`src/rtl/octree_cmd_sequencer_if.sv`:
```
// Command/response/CSR bundle between the host, the octree command sequencer
// and the octree engine. The sequencer takes the slave modport; the host and
// engine side take master.
//
// Handshake: a transfer happens on a rising clk edge where valid && ready are
// both high. Once valid is raised, its payload is held stable until that
// transfer. ready may be raised or lowered at any time, and valid never waits
// for ready. This applies to cmd_* (host -> sequencer) and rsp_* (sequencer
// -> host).
interface octree_cmd_sequencer_if #(
  parameter int ENCODE_ADDR_WIDTH = 18,
  parameter int DEPTH             = 8
);
  localparam int LW = $clog2(DEPTH + 1);

  logic                         cmd_valid;
  logic                         cmd_ready;
  logic [1:0]                   cmd_op;
  logic [ENCODE_ADDR_WIDTH-1:0] cmd_pos_encode;
  logic [1:0]                   csr_ctrl;
  logic [ENCODE_ADDR_WIDTH-1:0] csr_pos_encode;
  logic [1:0]                   csr_op_done;
  logic                         rsp_valid;
  logic                         rsp_ready;
  logic [1:0]                   rsp_op;
  logic [1:0]                   rsp_status;
  logic                         busy;
  logic [LW-1:0]                queue_level;
  logic [15:0]                  stat_ok_cnt;
  logic [15:0]                  stat_err_cnt;

  modport slave (
    input  cmd_valid, cmd_op, cmd_pos_encode, csr_op_done, rsp_ready,
    output cmd_ready, csr_ctrl, csr_pos_encode, rsp_valid, rsp_op, rsp_status,
           busy, queue_level, stat_ok_cnt, stat_err_cnt
  );

  modport master (
    output cmd_valid, cmd_op, cmd_pos_encode, csr_op_done, rsp_ready,
    input  cmd_ready, csr_ctrl, csr_pos_encode, rsp_valid, rsp_op, rsp_status,
           busy, queue_level, stat_ok_cnt, stat_err_cnt
  );
endinterface

```
`src/rtl/octree_cmd_sequencer.sv`:
```
// Octree command sequencer: queues host add/delete/search commands, issues
// them one at a time on the engine CSR lines, waits for the done code, and
// returns a status response (OK / timeout / mismatch / illegal op).
// Optional statistics counters are built when OCTREE_CMDQ_STATS_EN is defined.
module octree_cmd_sequencer #(
  parameter int ENCODE_ADDR_WIDTH = 18,
  parameter int DEPTH             = 8,
  parameter int TIMEOUT_CYCLES    = 4096
) (
  input  logic                  clk,
  input  logic                  rst_n,
  octree_cmd_sequencer_if.slave bus,
  output logic [1:0]            dbg_state
);
  localparam int AW = $clog2(DEPTH);
  localparam int LW = $clog2(DEPTH + 1);
  localparam int TW = $clog2(TIMEOUT_CYCLES);
  localparam logic [TW-1:0] TMAX     = TW'(TIMEOUT_CYCLES - 1);
  localparam logic [LW-1:0] FULL_LVL = LW'(DEPTH);

  typedef enum logic [1:0] {
    S_IDLE = 2'd0,
    S_WAIT = 2'd1,
    S_RESP = 2'd2
  } state_t;

  state_t state, state_next;

  // Command FIFO storage and bookkeeping
  logic [1:0]                   op_mem  [DEPTH];
  logic [ENCODE_ADDR_WIDTH-1:0] pos_mem [DEPTH];
  logic [AW-1:0]                wr_ptr, rd_ptr;
  logic [LW-1:0]                level;
  logic                         full, empty, push, pop;
  logic [1:0]                   cur_op;
  logic [ENCODE_ADDR_WIDTH-1:0] cur_pos;

  // Registered outputs and in-flight command context
  logic [1:0]                   ctrl_q, ctrl_d;
  logic [ENCODE_ADDR_WIDTH-1:0] pos_q, pos_d;
  logic                         rsp_valid_q, rsp_valid_d;
  logic [1:0]                   rsp_op_q, rsp_op_d;
  logic [1:0]                   rsp_status_q, rsp_status_d;
  logic [1:0]                   act_op_q, act_op_d;
  logic [TW-1:0]                timer_q, timer_d;
  logic                         taken_q, taken_d;
  logic                         drained_q, drained_d;

  // Decoded events used by both the next-state and output logic
  logic done_match, done_mism, timer_max, wait_exit;
  logic accept, drain_now, resp_exit;

  assign full    = (level == FULL_LVL);
  assign empty   = (level == '0);
  assign push    = bus.cmd_valid && !full;
  assign pop     = (state == S_IDLE) && !empty;
  assign cur_op  = op_mem[rd_ptr];
  assign cur_pos = pos_mem[rd_ptr];

  assign done_match = (bus.csr_op_done == act_op_q);
  assign done_mism  = (bus.csr_op_done != 2'd0) && !done_match;
  assign timer_max  = (timer_q == TMAX);
  assign wait_exit  = done_match || done_mism || timer_max;
  assign accept     = rsp_valid_q && bus.rsp_ready;
  // A done line stuck nonzero for the full timeout counts as drained
  assign drain_now  = (bus.csr_op_done == 2'd0) || timer_max;
  assign resp_exit  = (taken_q || accept) && (drained_q || drain_now);

  // FIFO pointers and occupancy; full blocks pushes even when popping
  always_ff @(posedge clk) begin
    if (!rst_n) begin
      wr_ptr <= '0;
      rd_ptr <= '0;
      level  <= '0;
    end else begin
      if (push) wr_ptr <= wr_ptr + AW'(1);
      if (pop)  rd_ptr <= rd_ptr + AW'(1);
      case ({push, pop})
        2'b10:   level <= level + LW'(1);
        2'b01:   level <= level - LW'(1);
        default: level <= level;
      endcase
    end
  end

  // FIFO storage write; contents are don't-care until pushed
  always_ff @(posedge clk) begin
    if (push) begin
      op_mem[wr_ptr]  <= bus.cmd_op;
      pos_mem[wr_ptr] <= bus.cmd_pos_encode;
    end
  end

  // FSM state register
  always_ff @(posedge clk) begin
    if (!rst_n) state <= S_IDLE;
    else        state <= state_next;
  end

  // FSM next-state: illegal ops skip WAIT and respond directly
  always_comb begin
    state_next = state;
    case (state)
      S_IDLE: if (pop) state_next = (cur_op != 2'd0) ? S_WAIT : S_RESP;
      S_WAIT: if (wait_exit) state_next = S_RESP;
      S_RESP: if (resp_exit) state_next = S_IDLE;
      default: state_next = S_IDLE;
    endcase
  end

  // FSM output/datapath next values; everything holds unless updated here
  always_comb begin
    ctrl_d       = ctrl_q;
    pos_d        = pos_q;
    rsp_valid_d  = rsp_valid_q;
    rsp_op_d     = rsp_op_q;
    rsp_status_d = rsp_status_q;
    act_op_d     = act_op_q;
    timer_d      = timer_q;
    taken_d      = taken_q;
    drained_d    = drained_q;
    case (state)
      S_IDLE: begin
        if (pop) begin
          act_op_d = cur_op;
          timer_d  = '0;
          if (cur_op != 2'd0) begin
            ctrl_d = cur_op;
            pos_d  = cur_pos;
          end else begin
            rsp_valid_d  = 1'b1;
            rsp_op_d     = 2'd0;
            rsp_status_d = 2'd3;
            taken_d      = 1'b0;
            drained_d    = 1'b0;
          end
        end
      end
      S_WAIT: begin
        if (wait_exit) begin
          ctrl_d      = 2'd0;
          rsp_valid_d = 1'b1;
          rsp_op_d    = act_op_q;
          // A matching done code beats a coincident timeout
          if (done_match)     rsp_status_d = 2'd0;
          else if (done_mism) rsp_status_d = 2'd2;
          else                rsp_status_d = 2'd1;
          timer_d   = '0;
          taken_d   = 1'b0;
          drained_d = 1'b0;
        end else begin
          timer_d = timer_q + TW'(1);
        end
      end
      S_RESP: begin
        if (accept) begin
          rsp_valid_d = 1'b0;
          taken_d     = 1'b1;
        end
        if (drain_now)       drained_d = 1'b1;
        else if (!drained_q) timer_d   = timer_q + TW'(1);
      end
      default: ;
    endcase
  end

  // Registered outputs and command context
  always_ff @(posedge clk) begin
    if (!rst_n) begin
      ctrl_q       <= 2'd0;
      pos_q        <= '0;
      rsp_valid_q  <= 1'b0;
      rsp_op_q     <= 2'd0;
      rsp_status_q <= 2'd0;
      act_op_q     <= 2'd0;
      timer_q      <= '0;
      taken_q      <= 1'b0;
      drained_q    <= 1'b0;
    end else begin
      ctrl_q       <= ctrl_d;
      pos_q        <= pos_d;
      rsp_valid_q  <= rsp_valid_d;
      rsp_op_q     <= rsp_op_d;
      rsp_status_q <= rsp_status_d;
      act_op_q     <= act_op_d;
      timer_q      <= timer_d;
      taken_q      <= taken_d;
      drained_q    <= drained_d;
    end
  end

  assign bus.cmd_ready      = !full;
  assign bus.csr_ctrl       = ctrl_q;
  assign bus.csr_pos_encode = pos_q;
  assign bus.rsp_valid      = rsp_valid_q;
  assign bus.rsp_op         = rsp_op_q;
  assign bus.rsp_status     = rsp_status_q;
  assign bus.busy           = (state != S_IDLE) || !empty;
  assign bus.queue_level    = level;
  assign dbg_state          = state;

`ifdef OCTREE_CMDQ_STATS_EN
  logic [15:0] ok_cnt, err_cnt;

  // Saturating response statistics, counted on response acceptance
  always_ff @(posedge clk) begin
    if (!rst_n) begin
      ok_cnt  <= 16'd0;
      err_cnt <= 16'd0;
    end else if (accept) begin
      if (rsp_status_q == 2'd0) begin
        if (ok_cnt != 16'hFFFF) ok_cnt <= ok_cnt + 16'd1;
      end else begin
        if (err_cnt != 16'hFFFF) err_cnt <= err_cnt + 16'd1;
      end
    end
  end

  assign bus.stat_ok_cnt  = ok_cnt;
  assign bus.stat_err_cnt = err_cnt;
`else
  assign bus.stat_ok_cnt  = 16'd0;
  assign bus.stat_err_cnt = 16'd0;
`endif

endmodule

```
`src/flat_wrapper.sv`:
```
// flat-port wrapper written by rule: the top's interface ports become plain ports
module octree_cmd_sequencer_flat 
#(
  parameter int ENCODE_ADDR_WIDTH = 18,
  parameter int DEPTH             = 8,
  parameter int TIMEOUT_CYCLES    = 4096
)
  (clk, rst_n, dbg_state, bus_cmd_valid, bus_cmd_op, bus_cmd_pos_encode, bus_csr_op_done, bus_rsp_ready, bus_cmd_ready, bus_csr_ctrl, bus_csr_pos_encode, bus_rsp_valid, bus_rsp_op, bus_rsp_status, bus_busy, bus_queue_level, bus_stat_ok_cnt, bus_stat_err_cnt);
  octree_cmd_sequencer_if #(.ENCODE_ADDR_WIDTH(ENCODE_ADDR_WIDTH), .DEPTH(DEPTH)) bus_i ();
  input  logic clk;
  input  logic rst_n;
  output logic [1:0] dbg_state;
  input wire logic [$bits(bus_i.cmd_valid)-1:0] bus_cmd_valid;
  input wire logic [$bits(bus_i.cmd_op)-1:0] bus_cmd_op;
  input wire logic [$bits(bus_i.cmd_pos_encode)-1:0] bus_cmd_pos_encode;
  input wire logic [$bits(bus_i.csr_op_done)-1:0] bus_csr_op_done;
  input wire logic [$bits(bus_i.rsp_ready)-1:0] bus_rsp_ready;
  output wire logic [$bits(bus_i.cmd_ready)-1:0] bus_cmd_ready;
  output wire logic [$bits(bus_i.csr_ctrl)-1:0] bus_csr_ctrl;
  output wire logic [$bits(bus_i.csr_pos_encode)-1:0] bus_csr_pos_encode;
  output wire logic [$bits(bus_i.rsp_valid)-1:0] bus_rsp_valid;
  output wire logic [$bits(bus_i.rsp_op)-1:0] bus_rsp_op;
  output wire logic [$bits(bus_i.rsp_status)-1:0] bus_rsp_status;
  output wire logic [$bits(bus_i.busy)-1:0] bus_busy;
  output wire logic [$bits(bus_i.queue_level)-1:0] bus_queue_level;
  output wire logic [$bits(bus_i.stat_ok_cnt)-1:0] bus_stat_ok_cnt;
  output wire logic [$bits(bus_i.stat_err_cnt)-1:0] bus_stat_err_cnt;
  assign bus_i.cmd_valid = bus_cmd_valid;
  assign bus_i.cmd_op = bus_cmd_op;
  assign bus_i.cmd_pos_encode = bus_cmd_pos_encode;
  assign bus_i.csr_op_done = bus_csr_op_done;
  assign bus_i.rsp_ready = bus_rsp_ready;
  assign bus_cmd_ready = bus_i.cmd_ready;
  assign bus_csr_ctrl = bus_i.csr_ctrl;
  assign bus_csr_pos_encode = bus_i.csr_pos_encode;
  assign bus_rsp_valid = bus_i.rsp_valid;
  assign bus_rsp_op = bus_i.rsp_op;
  assign bus_rsp_status = bus_i.rsp_status;
  assign bus_busy = bus_i.busy;
  assign bus_queue_level = bus_i.queue_level;
  assign bus_stat_ok_cnt = bus_i.stat_ok_cnt;
  assign bus_stat_err_cnt = bus_i.stat_err_cnt;
  octree_cmd_sequencer #(.ENCODE_ADDR_WIDTH(ENCODE_ADDR_WIDTH), .DEPTH(DEPTH), .TIMEOUT_CYCLES(TIMEOUT_CYCLES)) u_core (.clk(clk), .rst_n(rst_n), .bus(bus_i), .dbg_state(dbg_state));
endmodule
```
`config.mk`:
```
export PLATFORM = sky130hd
export DESIGN_NAME = octree_cmd_sequencer_flat
export DESIGN_NICKNAME = d
export VERILOG_FILES = /design/src/rtl/octree_cmd_sequencer_if.sv /design/src/rtl/octree_cmd_sequencer.sv /design/src/flat_wrapper.sv
export SDC_FILE = /design/constraint.sdc
export NUM_CORES = 1
export LEC_CHECK = 0
export ABC_AREA = 1
export CORE_MARGIN = 3
export CORE_UTILIZATION = 57
export DETAILED_ROUTE_END_ITERATION = 8
export PLACE_DENSITY = 0.8
export RECOVER_POWER = 100
export SLEW_MARGIN = 20
export SYNTH_ARGS = -nofsm -noshare
export SYNTH_HDL_FRONTEND = slang
export SYNTH_SLANG_ARGS = --single-unit
```
`constraint.sdc`:
```
create_clock -name clk -period 3 [get_ports clk]
set_clock_uncertainty 0.1 [all_clocks]
set_input_delay 0.6 -clock clk [delete_from_list [all_inputs] [get_ports clk]]
set_output_delay 0.6 -clock clk [all_outputs]
set_load 0.03 [all_outputs]
```
**Run 1: wiring heat map**

Scale bar: 50 um. 27 x 27 tiles, from dark blue (low) to red (high), scaled to the fullest tile. Values are wire area over tile area, all layers added.
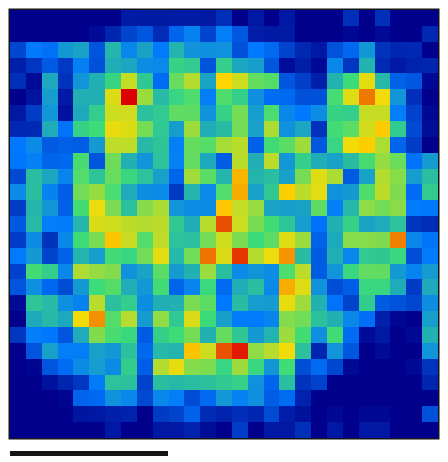
- densest ninth of the die: centre
- nearly empty tiles: 13%
- mean over tiles: 0.17
- tiles over half the peak: 24%

**Run 1: signal wires by layer**

Scale bar: 50 um.
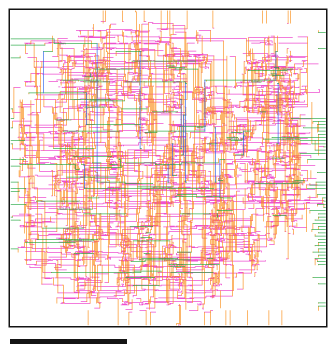
- magenta: M1 (wire length 8420 um)
- orange: M2 (wire length 9220 um)
- blue: M4 (wire length 352 um)
- green: M3 (wire length 1450 um)

**Run 1: cell classes on the final placement**

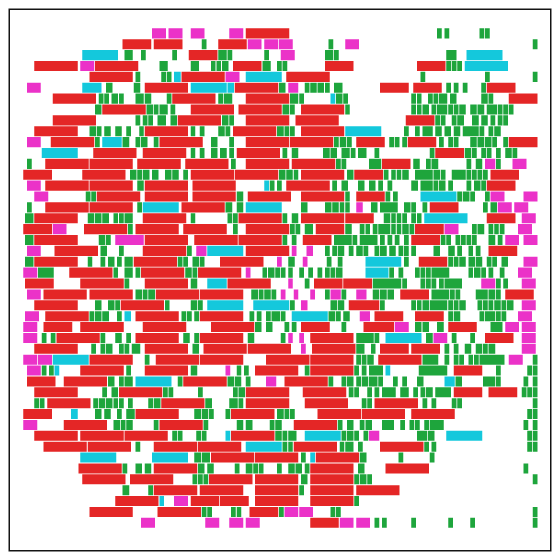
- cyan: clock drivers and dummy loads (cells 40)
- green: remaining logic cells (cells 679)
- red: registers (cells 216)
- magenta: remaining buffers and delay cells (cells 82)
sequential share of cell area: 55.19%
core footprint: 16120 um^2

**Run 1: routing congestion**

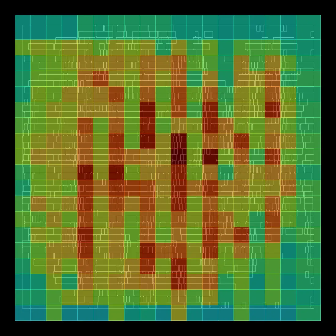
GRT Overall Usage: 21.39%
met2 Use GR: 35.21%
GR peak layer: met2
Final Util: 66.65%
drt wl/cell: 15.77 um

==> results.json, run 1 <==
{
  "status": "completed",
  "ys_cells": 938,
  "finalNonFillerCells": 1233,
  "rsz0062_at_grt": "false",
  "vias": 6570,
  "h-tree-depth": 1,
  "ant_nets": 0,
  "portBuffers": 58,
  "place_area_um2": 10220,
  "globalRouteMet3Util_pct": 3.539,
  "worstMarginPinSlew_ns": 0.8477,
  "critPathCaptureType": "output port",
  "crit_chain": "inv_1, ha_1, nand3_1, clkdlybuf4s50_1",
  "lay_top_count": "nor2_1",
  "antenna_found_initial": 0,
  "clkSinkCount": 216,
  "worst_path_max_delay_cell": "clkdlybuf4s50_1",
  "vias_per_cell": 5.328,
  "powerDensity_nw_per_um2": 952.4,
  "fmax_mhz": 349.8,
  "cp-start-kind": "register",
  "async_flop_share_pct": 0,
  "yosys_area_um2": 9493,
  "drc": 0,
  "finalHoldViolations": 0,
  "yosysWarnings": 0,
  "cts_made_buffers": 22,
  "crit_type": "reg -> out",
  "die_height_um": 135.1,
  "worstPathArrival_ns": 2.16,
  "placed_cells": 1193,
  "slowest_delay_ns": 0.71,
  "preCtsSetupSlack_ns": 0.5270,
  "hold_depth": 2,
  "final_area_um2": 10740,
  "fillers": 1245,
  "ir_worst_vdd_v": 0.0006161,
  "fin_ws_ns": 0.1409,
  "post-cts-setup-buffers": 0,
  "areaGrowthSynthToFinish_pct": 13.15,
  "lay_top_cells": "nor2_1, edfxtp_1, nand2_1, o21ai_0, dfxtp_1",
  "synth_top_area_share_pct": 50.61,
  "comb_area_um2": 2885,
  "die_x_um": 135.1,
  "firstDrtPassIters": 5,
  "dp_hpwl_um": 12140,
  "ys.flops": 216,
  "finalCritPeriodShare_pct": 95.30,
  "finalSetupTns_ns": 0,
  "slew_headroom_pct": 43.49,
  "place_congestion": 0.8500,
  "grt_overflow_total": 0,
  "register_area_um2": 5928,
  "drt_iter0_drc": 511,
  "ff_type": "edfxtp_1",
  "synthCells": 938,
  "grt_use_met1_pct": 29.28,
  "rows": 46,
  "hold_path_end": "u_core.bus.csr_pos_encode[4]",
  "drt-total-wl_um": 19440,
  "grt_start_max_net_pins": 74,
  "path_max_fanout": 6,
  "nets": 1036,
  "area_leaders": "edfxtp_1, dfxtp_1, nor2_1",
  "post_cts_resized": 0,
  "drv_slew": 0,
  "grt_pass1_wl_um": 31280,
  "holdBufCountCts": 0,
  "worstPathRequired_ns": 2.30,
  "synth-edff-count": 160,
  "r2r_start": "u_core.bus.queue_level[1]",
  "fp-utilization_pct": 58.91,
  "leakage_nw": 4.071,
  "finalCriticalPeriod_ns": 2.859,
  "hp-start": "u_core.bus.csr_pos_encode[4]",
  "max-cap-violations": 0
}
==> run 1: synth_stat cells (6+ instances only) <==
library cell,number
a21oi_1,27
edfxtp_1,160
nor2_2,13
nor2_4,10
clkbuf_1,18
ha_1,9
nand2_1,142
o21ai_0,106
dfxtp_1,56
nand3_1,30
nand3_2,6
inv_2,6
o21ai_1,19
buf_4,34
nand4_1,19
nor2_1,184
inv_1,48
buf_2,13
==> run 1: critical path, delay by kind of cell, from the launching register on <==
| kind | cells | cell delay (ns) |
|---|---|---|
| adders and majority gates | 1 | 0.29 |
| buffers and inverters | 2 | 0.80 |
| and+or+nand+nor | 1 | 0.20 |
| DFF | 1 | 0.37 |
==> run 1: metrics by stage <==
stage | hold WS (ns) | util (%)
detailed placement | 0.3616 | 63.39
CTS | 0.3748 | 67.87
global route | 0.3962 | 66.65
finish | 0.3614 | 66.65
global placement | 0.3495 | 63.39
floorplan | 0.3374 | -
==> run 1: power breakdown <==
| part | leakage (nW) | internal (mW) | switching, mW | total [mW] |
|---|---|---|---|---|
| clock | 0.353 | 1.59 | 1.10 | 2.70 |
| combinational | 1.81 | 1.18 | 2.57 | 3.75 |
| sequential | 1.91 | 3.55 | 0.234 | 3.79 |
==> run 1: logic make-up (layout without fill, tap and decap cells) <==
group | after synthesis | after routing | share of synthesized area (%)
fa+ha+maj | 9 | 9 | 1.186
xor+xnor | 5 | 5 | 0.4614
other cells | 1 | 32 | 0.03950
flops | 216 | 216 | 62.42
simple gates | 420 | 420 | 20.23
buf+inv | 130 | 178 | 7.236
compound gates | 157 | 157 | 8.422
==> run 1: final cells by class <==
cell class | instances | share of cell area [%]
clock inverter | 12 | 1.107
clock buffer | 28 | 5.614
sequential | 216 | 55.19
multi-input combinational | 623 | 26.86
inverter | 56 | 2.003
tap | 216 | 2.516
timing repair buffer | 82 | 6.709
==> run 1: sequential cells by signal, summed over array words and instances (netlist names), named ones only <==
| register | cells |
|---|---|
| u_core.pos_mem | 144 |
| u_core.bus.csr_pos_encode | 18 |
| u_core.op_mem | 16 |
| u_core.timer_q | 12 |
| u_core.bus.queue_level | 4 |
| u_core.rd_ptr | 3 |
| u_core.wr_ptr | 3 |
| u_core.act_op_q | 2 |
| u_core.bus.csr_ctrl | 2 |
| u_core.bus.rsp_op | 2 |
| u_core.bus.rsp_status | 2 |
| u_core.dbg_state | 2 |
| u_core.bus.rsp_valid | 1 |
| u_core.drained_q | 1 |
| u_core.taken_q | 1 |
==> run 1: metal layers <==
metal	up-vias	wire length (um)
met5	-	0
met2	272	9216
met4	0	352
li1	3218	-
met1	3047	8424
met3	33	1450
==> run 1: worst max path at each step <==
stage	start	endpoint	slack (ns)	cells after the start
6_report	u_core.dbg_state[0]	bus_busy	0.14	4
3_5_place_dp	bus_csr_op_done[0]	u_core.bus.csr_ctrl[0]	0.53	10
5_1_grt	u_core.bus.queue_level[0]	bus_busy	0.03	5
2_1_floorplan	u_core.bus.queue_level[0]	u_core.op_mem[0][0]	0.19	8
3_3_place_gp	bus_cmd_valid	u_core.pos_mem[7][12]	0.56	6
4_1_cts	u_core.dbg_state[0]	bus_busy	0.10	4
==> inputs of run 2 (changes only) <==
--- a/config.mk
+++ b/config.mk
@@ -6,11 +6,11 @@
 export NUM_CORES = 1
 export LEC_CHECK = 0
 export ABC_AREA = 1
-export CORE_MARGIN = 3
 export CORE_UTILIZATION = 57
 export DETAILED_ROUTE_END_ITERATION = 8
 export PLACE_DENSITY = 0.8
 export RECOVER_POWER = 100
+export SKIP_CTS_REPAIR_TIMING = 1
 export SLEW_MARGIN = 20
 export SYNTH_ARGS = -nofsm -noshare
 export SYNTH_HDL_FRONTEND = slang
**Run 2: wiring heat map**

Scale bar: 50 um. 26 x 26 tiles, from dark blue (low) to red (high), scaled to the fullest tile. Values are wire area over tile area, all layers added.
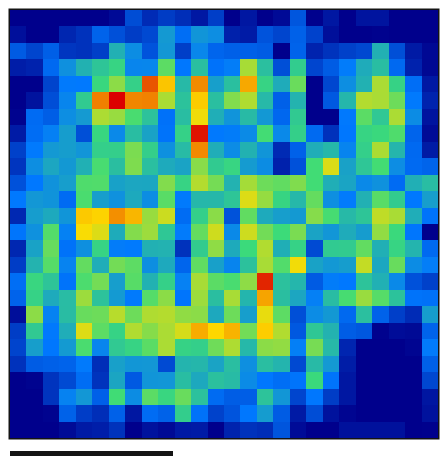
- emptiest ninth of the die: lower right
- densest ninth of the die: centre
- tiles over half the peak: 21%

**Run 2: register map, names as in the netlist**

Scale bar: 50 um. Other sequential cells in the stronger grey, the rest of the logic in the fainter grey.
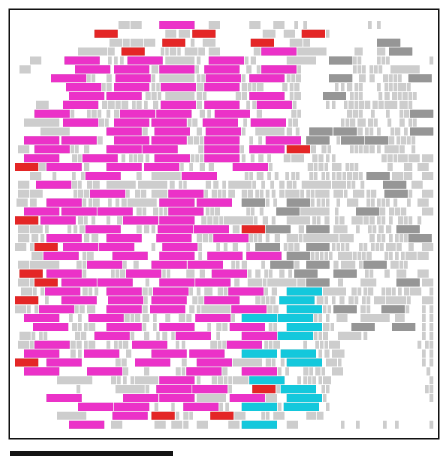
- magenta: `u_core.pos_mem` (placed flops 144)
- cyan: `u_core.op_mem` (placed flops 16)
- red: `u_core.bus.csr_pos_encode` (placed flops 18)

==> results.json, run 2 <==
{
  "place_area_um2": 10230,
  "die_height_um": 131.1,
  "firstDrtPassIters": 5,
  "grt_overflow_total": 0,
  "switching_share_pct": 38.09,
  "largest_register": "u_core.pos_mem",
  "syn_area_um2": 9493,
  "switchingPower_mw": 4.025,
  "path_max_fanout": 4,
  "drt_iter0_drc": 503,
  "placed_cells": 1191,
  "portBuffers": 58,
  "place_congestion": 0.8207,
  "crit_type": "reg -> out",
  "dp_hpwl_um": 12030,
  "yosysWarnings": 0,
  "lay_top_count": "nor2_1",
  "fp-utilization_pct": 59.12,
  "cts_made_buffers": 22,
  "combPwrFrac_pct": 36.8,
  "report.final.setup_viol": 0,
  "ff_type": "edfxtp_1",
  "power_mw": 10.57,
  "seqPwrFrac_pct": 36.0,
  "fmax_mhz": 374.4,
  "finalNonFillerCells": 1231,
  "h-tree-depth": 1,
  "nets": 1034,
  "ys.flops": 216,
  "clk_pin_slew_worst_paths_ns": 0.06,
  "ys_cells": 938,
  "dieArea_um2": 17170,
  "cp-start-kind": "register",
  "fillers": 1199,
  "area_leaders": "edfxtp_1, dfxtp_1, nor2_1",
  "n_antenna_cell": 0,
  "largest_reg_flops": 144,
  "rsz0062_at_grt": "false",
  "hold_path_class": "reg -> reg",
  "synth-edff-count": 160,
  "drt-total-wl_um": 19480,
  "leakage_nw": 4.130,
  "final_area_um2": 10880,
  "worstMarginPinSlew_ns": 1.025,
  "grt_pass1_wl_um": 30880,
  "powerDensity_nw_per_um2": 971.6,
  "ys_types": 39,
  "yosys-top-cells-count": "nor2_1, edfxtp_1, nand2_1",
  "worstPathRequired_ns": 2.30,
  "fin_hold_ws_ns": 0.3605,
  "ant_nets": 0,
  "vias_per_cell": 5.340,
  "fin_ws_ns": 0.3288,
  "worstPathArrival_ns": 1.97,
  "clkSinkCount": 216,
  "drive_gt1_share_pct": 8.473,
  "core_um2": 16060,
  "tool_warnings": 29,
  "finalCriticalPeriod_ns": 2.671,
  "clockBufferDepth": 3,
  "cts-root-buf": "clkbuf_16",
  "status": "completed",
  "synthCells": 938,
  "ir_worst_vdd_v": 0.0005634,
  "drv_slew": 0,
  "preCtsSetupSlack_ns": 0.5577,
  "top_area_cell": "edfxtp_1",
  "crit_top_cell": "nand2_1",
  "fin_util_pct": 67.73,
  "grt_start_max_net_pins": 58,
  "worst-path-buf-inv": 2,
  "async_flop_share_pct": 0,
  "p_clk_share_pct": 27.2,
  "wl_per_cell_um": 15.82,
  "boundaryPins": 91,
  "slowest_delay_ns": 0.61,
  "most_common_cell": "nor2_1",
  "avgSynthCellArea_um2": 10.12,
  "slew_headroom_pct": 31.69,
  "p_int_mw": 6.542,
  "max-cap-violations": 0,
  "grt_pass1_vias": 6111,
  "critPathCaptureType": "output port",
  "crit_chain": "inv_1, nand2_1, nor2_1, nand2_1, clkdlybuf4s50_1",
  "synth_top_area_share_pct": 50.61,
  "cts_tree": "built",
  "comb_area_um2": 2962,
  "yosys_area_um2": 9493,
  "finalHoldViolations": 0,
  "worst_path_max_delay_cell": "clkdlybuf4s50_1",
  "drc": 0,
  "finalSetupTns_ns": 0,
  "finalCritPeriodShare_pct": 89.04,
  "seq_area_frac_synth_pct": 62.42,
  "areaGrowthSynthToFinish_pct": 14.58,
  "insertion_delay_ns": 0.52,
  "crit_family": "buffers and inverters",
  "register_area_um2": 5928,
  "rows": 46,
  "antenna_found_initial": 0,
  "die_x_um": 131.1,
  "lay_top_cells": "nor2_1, edfxtp_1, nand2_1, o21ai_0, dfxtp_1"
}
**Run 2: signal wires by layer**

Scale bar: 50 um.
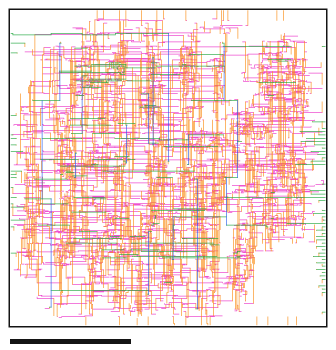
- blue: M4 (wire length 452 um)
- orange: M2 (wire length 9500 um)
- magenta: M1 (wire length 8130 um)
- green: M3 (wire length 1390 um)
GRT Overall Usage: 23.71%
Via Count: 6573

==> run 2: cell counts after synthesis <==
Identical to the previous run, type by type.
==> run 2: cell families after synthesis <==
kind of cell / after synthesis / share of synthesized area, %
AOI/OAI and AO/OA: 157 / 8.422
buffers and inverters: 130 / 7.236
and+or+nand+nor: 420 / 20.23
xor gates and xnor gates: 5 / 0.4614
DFF: 216 / 62.42
other: 1 / 0.03950
adders and majority gates: 9 / 1.186
==> run 2: path summary, 6_finish.rpt <==
check	startpoint	endpoint	slack (ns)	depth (start not counted)
setup / recovery	u_core.bus.queue_level[0]	bus_cmd_ready	0.33	5
hold / removal	u_core.bus.csr_ctrl[1]	u_core.bus.csr_ctrl[1]	0.36	2
setup reg to reg	u_core.bus.queue_level[1]	u_core.op_mem[1][1]	0.49	9
hold reg to reg	u_core.bus.csr_ctrl[1]	u_core.bus.csr_ctrl[1]	0.36	2
==> run 2: power by group through the flow <==
stage	combinational [mW]	clock, mW	sequential (mW)
6_report	3.89	2.88	3.80
5_1_grt	4.33	3.04	3.84
4_1_cts	4.06	2.91	3.81
3_5_place_dp	4.03	0	3.87
3_3_place_gp	3.93	0	3.86
2_1_floorplan	2.82	0	4.10
==> run 2: cell type report <==
| class | count | area share [%] |
|---|---|---|
| clock buffers | 30 | 5.809 |
| well taps | 216 | 2.485 |
| repair buffers | 80 | 6.603 |
| inverters | 56 | 1.979 |
| multi-input cells | 623 | 27.23 |
| clock inverters | 10 | 1.392 |
| flip-flops and latches | 216 | 54.50 |
==> run 2: worst reg2reg max path, stage by stage (launching register included) <==
cell,delay (ns)
dfxtp_1,0.43
inv_2,0.05
nand2_1,0.06
nor2_1,0.07
nand2_1,0.11
nand2_1,0.16
nor2_1,0.13
inv_1,0.09
nor2_1,0.13
clkbuf_1,0.78
==> run 2: layer usage <==
metal | up-vias | GRT usage, % | wire length (um)
li1 | 3214 | - | -
met1 | 3049 | 31.14 | 8133
met2 | 271 | 40.09 | 9501
met3 | 39 | 4.058 | 1388
met4 | 0 | 8.114 | 452
met5 | - | 0 | 0
==> inputs of run 3 (changes only) <==
--- a/config.mk
+++ b/config.mk
@@ -8,6 +8,7 @@
 export ABC_AREA = 1
 export CORE_UTILIZATION = 57
 export DETAILED_ROUTE_END_ITERATION = 8
+export GPL_TIMING_DRIVEN = 0
 export PLACE_DENSITY = 0.8
 export RECOVER_POWER = 100
 export SKIP_CTS_REPAIR_TIMING = 1
**Run 3: wiring heat map**

Scale bar: 50 um. 26 x 26 tiles, from dark blue (low) to red (high), scaled to the fullest tile. Values are wire area over tile area, all layers added.
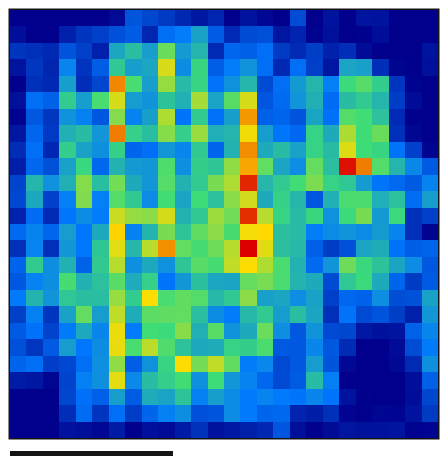
- fullest tile: 0.70
- densest ninth of the die: centre
- emptiest ninth of the die: lower right
- nearly empty tiles: 10%

**Run 3: register map, names as in the netlist**

Scale bar: 50 um. Other sequential cells in the stronger grey, the rest of the logic in the fainter grey.
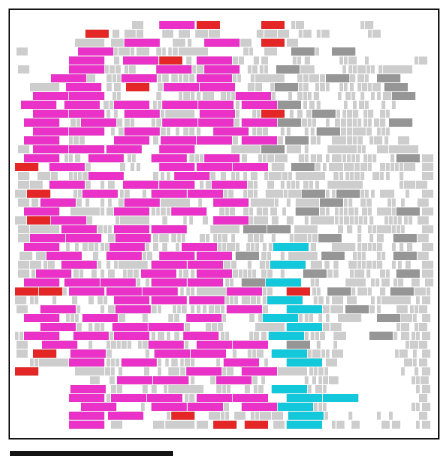
- cyan: `u_core.op_mem` (placed flops 16)
- magenta: `u_core.pos_mem` (placed flops 144)
- red: `u_core.bus.csr_pos_encode` (placed flops 18)
- not coloured: 38
P_seq: 3.75 mW
Final Util: 69.92%
sequential share of cell area: 52.77%

==> results.json, run 3 <==
{
  "status": "completed",
  "final_area_um2": 11230,
  "powerDensity_nw_per_um2": 972.1,
  "worstPathRequired_ns": 2.30,
  "cts_tree": "built",
  "seqPwrFrac_pct": 34.3,
  "ys.flops": 216,
  "rows": 46,
  "cts-root-buf": "clkbuf_16",
  "mux_area_share_pct": 0,
  "worstMarginPinSlew_ns": 1.330,
  "boundaryPins": 91,
  "core_um2": 16060,
  "crit_chain": "inv_1, ha_4, nand3_2, dlygate4sd3_1",
  "grt_pass1_wl_um": 33700,
  "cp-start-kind": "register",
  "report.final.setup_viol": 0,
  "dieArea_um2": 17170,
  "finalNonFillerCells": 1286,
  "synth-edff-count": 160,
  "drv_slew": 0,
  "placed_cells": 1244,
  "fp-utilization_pct": 59.12,
  "place_congestion": 0.8432,
  "die_height_um": 131.1,
  "largest_register": "u_core.pos_mem",
  "drt-total-wl_um": 21400,
  "ir_worst_vdd_v": 0.0007985,
  "lay_top_cells": "nor2_1, edfxtp_1, nand2_1, o21ai_0, dfxtp_1",
  "insertion_delay_ns": 0.53,
  "areaGrowthSynthToFinish_pct": 18.28,
  "die_x_um": 131.1,
  "top_area_cell": "edfxtp_1",
  "crit_family": "buffers and inverters",
  "cts_made_buffers": 23,
  "grt_overflow_total": 0,
  "drt_iter0_drc": 656,
  "fillers": 1124,
  "grt_pass1_vias": 6554,
  "critPathCaptureType": "output port",
  "h-tree-depth": 1,
  "register_area_um2": 5926,
  "avgSynthCellArea_um2": 10.12,
  "switchingPower_mw": 4.324,
  "ant_nets": 0,
  "worst_path_max_delay_cell": "dlygate4sd3_1",
  "hold_path_class": "reg -> reg",
  "portBuffers": 57,
  "vias_per_cell": 5.459,
  "ff_type": "edfxtp_1",
  "topCombFamilyByArea": "simple AND/OR/NAND/NOR gates",
  "worstPathArrival_ns": 2.13,
  "place_area_um2": 10530,
  "synthAdderAreaFrac_pct": 1.186,
  "yosys_area_um2": 9493,
  "yosys-top-cells-count": "nor2_1, edfxtp_1, nand2_1",
  "synthCells": 938,
  "antenna_found_initial": 0,
  "grtUsageTotal_pct": 26.14,
  "clkSinkCount": 216,
  "largest_reg_flops": 144,
  "vias": 7020,
  "drc": 0,
  "syn_area_um2": 9493,
  "lay_top_count": "nor2_1",
  "crit_type": "reg -> out",
  "slew_headroom_pct": 11.25,
  "rsz0062_at_grt": "false"
}
**Run 3: signal wires by layer**

Scale bar: 50 um.
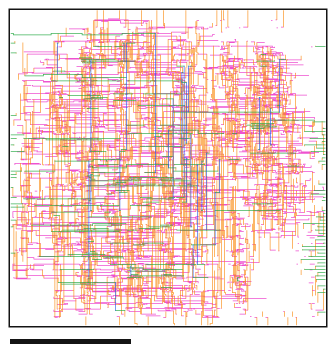
- blue: M4 (wire length 715 um)
- green: M3 (wire length 1770 um)
- orange: M2 (wire length 10300 um)
- magenta: M1 (wire length 8640 um)

run 3: area by class of cell:
class	count	area share, %
inverter	56	1.917
clock buffer	29	5.326
tap	216	2.407
multi-input combinational	623	26.93
clock inverter	13	1.315
timing repair buffer	59	5.260
sequential	216	52.77
buffer	74	4.067
run 3: kinds of logic (layout without fill, tap and decap cells):
family	after synthesis	count (layout)
simple gates	420	420
xor+xnor	5	5
buf+inv	130	231
flops	216	216
fa+ha+maj	9	9
compound gates	157	157
other cells	1	32
run 3: path summary, 6_finish.rpt:
| path | startpoint | end | slack (ns) | depth (start not counted) |
|---|---|---|---|---|
| setup / recovery | u_core.dbg_state[0] | bus_busy | 0.17 | 4 |
| hold / removal | u_core.bus.csr_pos_encode[4] | u_core.bus.csr_pos_encode[4] | 0.36 | 2 |
| setup reg to reg | u_core.bus.queue_level[0] | u_core.pos_mem[4][4] | 0.18 | 9 |
| hold reg to reg | u_core.bus.csr_pos_encode[4] | u_core.bus.csr_pos_encode[4] | 0.36 | 2 |
run 3: worst min-delay path, stage by stage (launching register included):
cell and delay, ns:
dfxtp_1 0.32, nor2_1 0.04, nor2_1 0.07
run 3: per-layer routing:
metal	up-vias	part of all wire (%)	global-route usage, %
li1	3340	-	-
met1	3262	40	34.70
met2	355	48	43.42
met3	63	8.3	3.815
met4	0	3.3	10.75
met5	-	0	0
run 3: power groups by stage:
| stage | Combinational, mW | Clock, mW | Sequential [mW] |
|---|---|---|---|
| detailed placement | 4.43 | 0 | 3.81 |
| CTS | 4.47 | 2.80 | 3.75 |
| finish | 4.38 | 2.79 | 3.75 |
| global route | 4.83 | 2.94 | 3.78 |
| floorplan | 2.82 | 0 | 4.10 |
| global placement | 4.29 | 0 | 3.80 |
run 3: metrics by stage:
| step | setup TNS (ns) | hold WS (ns) | util [%] | worst slack, ns |
|---|---|---|---|---|
| finish | 0 | 0.3611 | 69.92 | 0.1732 |
| detailed placement | 0 | 0.3600 | 65.58 | 0.1100 |
| global route | 0 | 0.3950 | 69.92 | 0.02264 |
| floorplan | 0 | 0.3374 | - | 0.1928 |
| global placement | -81.50 | 0.3461 | 65.08 | -0.6599 |
| CTS | 0 | 0.3734 | 70.22 | 0.06663 |
Power figures rest on the tool's default switching activity, not on a simulated workload.
